--- config.mk ---
export PLATFORM = sky130hd
export DESIGN_NAME = pc_fetch_sequencer
export DESIGN_NICKNAME = d
export VERILOG_FILES = /design/src/rtl/pc_fetch_sequencer_pkg.sv /design/src/rtl/pc_fetch_sequencer_fetch_wait_timer.sv /design/src/rtl/pc_fetch_sequencer.sv
export SDC_FILE = /design/constraint.sdc
export NUM_CORES = 1
export LEC_CHECK = 0
export CELL_PAD_IN_SITES_DETAIL_PLACEMENT = 0
export CELL_PAD_IN_SITES_GLOBAL_PLACEMENT = 1
export CORE_MARGIN = 1
export CORE_UTILIZATION = 40
export CTS_CLUSTER_DIAMETER = 50
export DETAILED_ROUTE_END_ITERATION = 16
export PLACE_DENSITY_LB_ADDON = 0.25
export SLEW_MARGIN = 20
export SYNTH_ARGS = -nofsm -noshare
export SYNTH_HDL_FRONTEND = slang
export SYNTH_SLANG_ARGS = --single-unit
--- constraint.sdc ---
create_clock -name clock -period 3.1 [get_ports clock]
set_clock_uncertainty 0.2 [all_clocks]
set_input_delay 0.775 -clock clock [delete_from_list [all_inputs] [get_ports clock]]
set_output_delay 0.775 -clock clock [all_outputs]
set_load 0.005 [all_outputs]
--- src/rtl/pc_fetch_sequencer_pkg.sv ---
// Shared types for the PC fetch sequencer: state encoding and counter widths.
package pc_fetch_sequencer_pkg;

    localparam int INSTR_CNT_W = 16;

    typedef enum logic [2:0] {
        ST_CLEAR = 3'd0,
        ST_HALT  = 3'd1,
        ST_ADDR  = 3'd2,
        ST_WAIT  = 3'd3,
        ST_EXEC  = 3'd4,
        ST_JUMP  = 3'd5
    } fetch_state_e;

endpackage

--- src/rtl/pc_fetch_sequencer_fetch_wait_timer.sv ---
// Memory wait-state counter: cleared before each fetch, counts stalled WAIT cycles,
// flags expiry once the count reaches MAX_WAIT.
module fetch_wait_timer #(
    parameter int MAX_WAIT = 15,
    parameter int WAIT_W   = 4
) (
    input  logic clock,
    input  logic notReset,
    input  logic clr_i,
    input  logic en_i,
    output logic expired_o
);

    logic [WAIT_W-1:0] count_q, count_d;

    assign expired_o = (count_q == WAIT_W'(MAX_WAIT));

    always_comb begin
        count_d = count_q;
        if (clr_i)
            count_d = '0;
        else if (en_i && !expired_o)
            count_d = count_q + 1'b1;
    end

    always_ff @(posedge clock or negedge notReset) begin
        if (!notReset)
            count_q <= '0;
        else
            count_q <= count_d;
    end

endmodule

--- src/rtl/pc_fetch_sequencer.sv ---
// Instruction-cycle sequencer driving PC load/OE/increment and memory/IR strobes.
// All outputs decode registered state, except ir_load/pc_inc which follow mem_ready in WAIT.
module pc_fetch_sequencer
    import pc_fetch_sequencer_pkg::*;
#(
    parameter int MAX_WAIT = 15,
    parameter int WAIT_W   = 4
) (
    input  logic                   clock,
    input  logic                   notReset,
    input  logic                   run,
    input  logic                   halt_req,
    input  logic                   jump_req,
    input  logic                   exec_done,
    input  logic                   mem_ready,
    output logic                   pc_notClear,
    output logic                   pc_notLoad,
    output logic                   pc_notOE,
    output logic                   pc_inc,
    output logic                   mem_read,
    output logic                   ir_load,
    output logic                   exec_start,
    output logic                   halted,
    output logic                   bus_error,
    output logic [INSTR_CNT_W-1:0] instr_count
);

    fetch_state_e           state_q, state_d;
    logic                   halt_pend_q, halt_pend_d;
    logic                   bus_err_q, bus_err_d;
    logic                   exec_first_q, exec_first_d;
    logic [INSTR_CNT_W-1:0] icnt_q, icnt_d;
    logic                   wait_expired;

    fetch_wait_timer #(
        .MAX_WAIT (MAX_WAIT),
        .WAIT_W   (WAIT_W)
    ) u_wait_timer (
        .clock     (clock),
        .notReset  (notReset),
        .clr_i     (state_q == ST_ADDR),
        .en_i      ((state_q == ST_WAIT) && !mem_ready),
        .expired_o (wait_expired)
    );

    always_comb begin
        state_d     = state_q;
        halt_pend_d = halt_pend_q;
        bus_err_d   = bus_err_q;
        icnt_d      = icnt_q;
        unique case (state_q)
            ST_CLEAR: state_d = ST_HALT;
            ST_HALT: begin
                if (run) begin
                    state_d     = ST_ADDR;
                    bus_err_d   = 1'b0;
                    halt_pend_d = 1'b0;
                end
            end
            ST_ADDR: state_d = ST_WAIT;
            ST_WAIT: begin
                if (mem_ready) begin
                    state_d = ST_EXEC;
                end else if (wait_expired) begin
                    state_d   = ST_HALT;
                    bus_err_d = 1'b1;
                end
            end
            ST_EXEC: begin
                if (halt_req)
                    halt_pend_d = 1'b1;
                if (exec_done) begin
                    icnt_d = icnt_q + 1'b1;
                    if (jump_req)
                        state_d = ST_JUMP;
                    else if (halt_pend_q || halt_req)
                        state_d = ST_HALT;
                    else
                        state_d = ST_ADDR;
                end
            end
            ST_JUMP: state_d = halt_pend_q ? ST_HALT : ST_ADDR;
            default: state_d = ST_CLEAR;
        endcase
    end

    // exec_start marks only the entry cycle of EXEC, so a multi-cycle execute pulses once.
    assign exec_first_d = (state_d == ST_EXEC) && (state_q != ST_EXEC);

    always_ff @(posedge clock or negedge notReset) begin
        if (!notReset) begin
            state_q      <= ST_CLEAR;
            halt_pend_q  <= 1'b0;
            bus_err_q    <= 1'b0;
            exec_first_q <= 1'b0;
            icnt_q       <= '0;
        end else begin
            state_q      <= state_d;
            halt_pend_q  <= halt_pend_d;
            bus_err_q    <= bus_err_d;
            exec_first_q <= exec_first_d;
            icnt_q       <= icnt_d;
        end
    end

    assign pc_notClear = (state_q != ST_CLEAR);
    assign pc_notLoad  = (state_q != ST_JUMP);
    assign pc_notOE    = !((state_q == ST_ADDR) || (state_q == ST_WAIT));
    assign mem_read    = (state_q == ST_ADDR) || (state_q == ST_WAIT);
    assign ir_load     = (state_q == ST_WAIT) && mem_ready;
    assign pc_inc      = (state_q == ST_WAIT) && mem_ready;
    assign exec_start  = (state_q == ST_EXEC) && exec_first_q;
    assign halted      = (state_q == ST_CLEAR) || (state_q == ST_HALT);
    assign bus_error   = bus_err_q;
    assign instr_count = icnt_q;

endmodule

Figure 1. Sequential cells grouped by signal name.
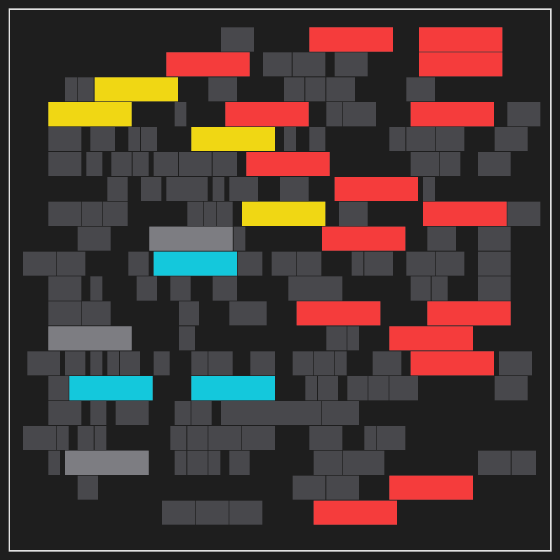
Key: yellow = `u_wait_timer.count_q` [placed flops 4]; red = `instr_count` [placed flops 16]; cyan = `state_q` [placed flops 3]
Seq group: 483 uW
Seq area share: 37.7%
Util after Layout: 56.0%
Flop area: 651 sq um

Figure 2. Clock routing.
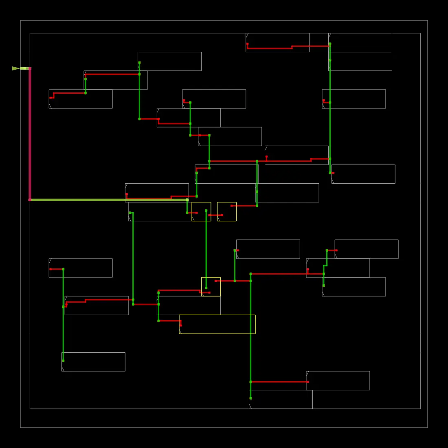
Num CTS Buffers: 3
clock buffers: 3

==> qor.csv <==
metric,value,unit
Synth Area in Compound Gates,9.54,%
xor+xnor area frac,10.1,%
Reg2Reg Capture Point,instr_count[11]$_DFFE_PN0P_,
Slew @ Worst Pin,424,ps
cells along the critical path,clkdlybuf4s50_1 > and3_1 > clkdlybuf4s50_1,
Synth top cell by count,dfrtp_1,
Synth Register Bits,26,
pre-CTS WS,132,ps
Non-Filler Instances,205,
Data buffer area share,19.7,%
Post-layout nets,171,
Log Warnings,26,
GR Layer Usage met2,30.2,%
"Buf+Inv Stages, Crit Path",2,
Post-CTS Repair Setup Buffers,0,
outcome,"finished, final reports clean",
"Endpoint, Worst Hold",instr_count[15]$_DFFE_PN0P_,
max FFs per register,16,
Die Area,0.00348,sq mm
"EDFF count, synth",0,
clk latency late pin,320,ps
"critical path fanouts, max",3,
flip-flops,26,
H-tree depth,1,
Max-cap violations,0,
Reg2Reg Setup Slack,1100,ps
"CTS clk-pin slew, worst paths",150,ps
proportion of layout cells with a drive suffix above 1,7.45,%
inverters,4,
wire per inst,13.1,microns
Post-synth seq share,50.1,%
Comb gate area,611,sq um
Most Crowded Layer GR,met2,
TritonCTS clock tree,built,
Top cells excl fill/tap,"clkdlybuf4s50_1 (31), dfrtp_1 (26), xnor2_1 (13)",
CTS Sinks,26,
row cnt,20,
post-DP HPWL,1970,microns
fa+ha+maj area frac,1.93,%
main flop type,dfrtp_1,
Main logic family,simple AND/OR/NAND/NOR gates,
yosys warning tally,0,
diode count,0,
WHS Path Cells,1,
Core Area,0.00308,sq mm
final setup vio count,0,
FP Util,42.2,%
Non-CTS buffers,35,
Synth Net Count,136,
total power,1100,uW
"Hold Vio Cnt, Final",0,
fin crit share,95.6,%
R2R cell count,4,
Hold Path Class,reg2reg,
Pleak,0.000750,uW
CTS root buf,clkbuf_4,
die width,59.0,microns
met1 GRT Util,22.7,%
#MultiIn Comb,92,
Post-Syn Area per Cell,10.2,sq um
Rel. slew slack,71.6,%
Mapped Cells,127,
first-pass GRT wire length,4620,microns
Vias/cell,5.29,
fin. max-slew vios,0,
DR iter-0 viols,27,
Final Cell Area,0.00172,sq mm
DRC,0,
die height,59.0,microns
P&R area growth vs syn,32.8,%
Worst VDD drop,0.000473,V
Clock Tree Buf Depth,2,
"delay-heaviest family, CP",buffers and inverters,
startpoint types,input port,
Hold Startpoint,instr_count[15]$_DFFE_PN0P_,
fill count,305,
fraction of registers with async set/reset,100,%
num tapcells,44,
most numerous logic cell after layout,clkdlybuf4s50_1,
CP arrival,1990,ps
Total GRT Usage,17.5,%
post-synthesis cell area,0.00130,sq mm
minimum clock period,2960,ps
pin count of the biggest net entering global routing,27,
# port buffers,31,
WS Path Type,in2out,
post-cts resize count,0,
total negative slack,0,ps
Inst Count DP,201,
mux share,0.867,%
antenna violations before repair,0,
Cell variety after synth,31,
"most used cell, CP",clkdlybuf4s50_1,
Yosys chip area,0.00130,sq mm
Fmax achieved,0.337,GHz
Synth area leader,dfrtp_1,
FF-to-FF Start,state_q[2]$_DFF_PN0_,
critical path required time,2120,ps
Routed Antenna Nets,0,
met3 GRT Util,2.84,%
RSZ-0062 raised after global routing,no,
"Hold-fix buffers, CTS",0,
"Slowest-stage cell, CP",clkdlybuf4s50_1,
logic share of the area,35.4,%
final setup margin,136,ps
Commonest cells post-synth,"dfrtp_1 (26), xnor2_1 (13), nand2_1 (11)",
Post-synth area hogs,"dfrtp_1 (50%), xnor2_1 (8.8%), nand4_1 (3.9%)",
Post-DP Area,0.00167,sq mm
placer congestion estimate,0.759,
WHS,291,ps
max incr delay on CP,530,ps
total gr overflow,0,
Max-area cell share,50.1,%
P per Cell Area,635,mW/mm^2
Figure 3. M1 wires.
Supply wires on this layer in gray.
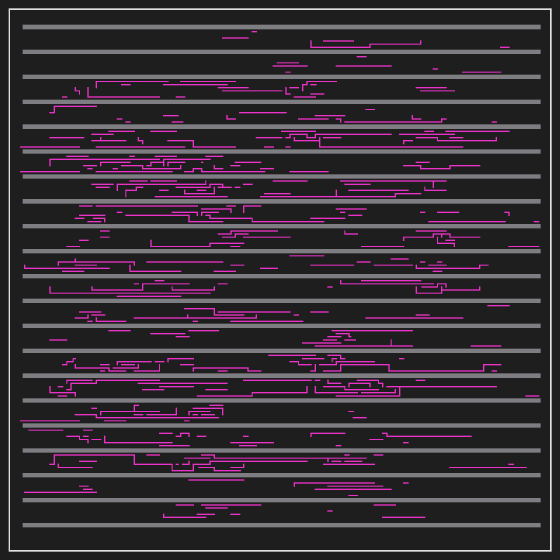
The longest straight run is 17.5 microns. The layer holds 47% of the routed length.
final WL: 2680 microns
vias: 1,085

[where the power goes]
group,switching [uW],internal [uW],leakage (uW)
registers,89.0,394,0.000352
clock network,103,131,0.0000279
logic,176,203,0.000370
[routing by layer]
layer  part of all wire (%)  routed length, microns  vias up
met5                      0                       0        -
met4                   0.71                      19        0
met3                    3.4                      92        2
met2                     49                    1320       26
met1                     47                    1250      529
li1                       -                       -      528
[how the worst max path moves through the flow]
stage / start / slack [ps] / cells past startpoint / endpoint
5_1_grt: state_q[1]$_DFF_PN0_ / 30 / 3 / mem_read
3_5_place_dp: mem_ready / 130 / 3 / pc_inc
4_1_cts: mem_ready / 130 / 3 / pc_inc
6_report: mem_ready / 140 / 3 / pc_inc
2_1_floorplan: mem_ready / 1040 / 2 / pc_inc
3_3_place_gp: mem_ready / 130 / 3 / pc_inc
Power is estimated from default activity; no workload was simulated.
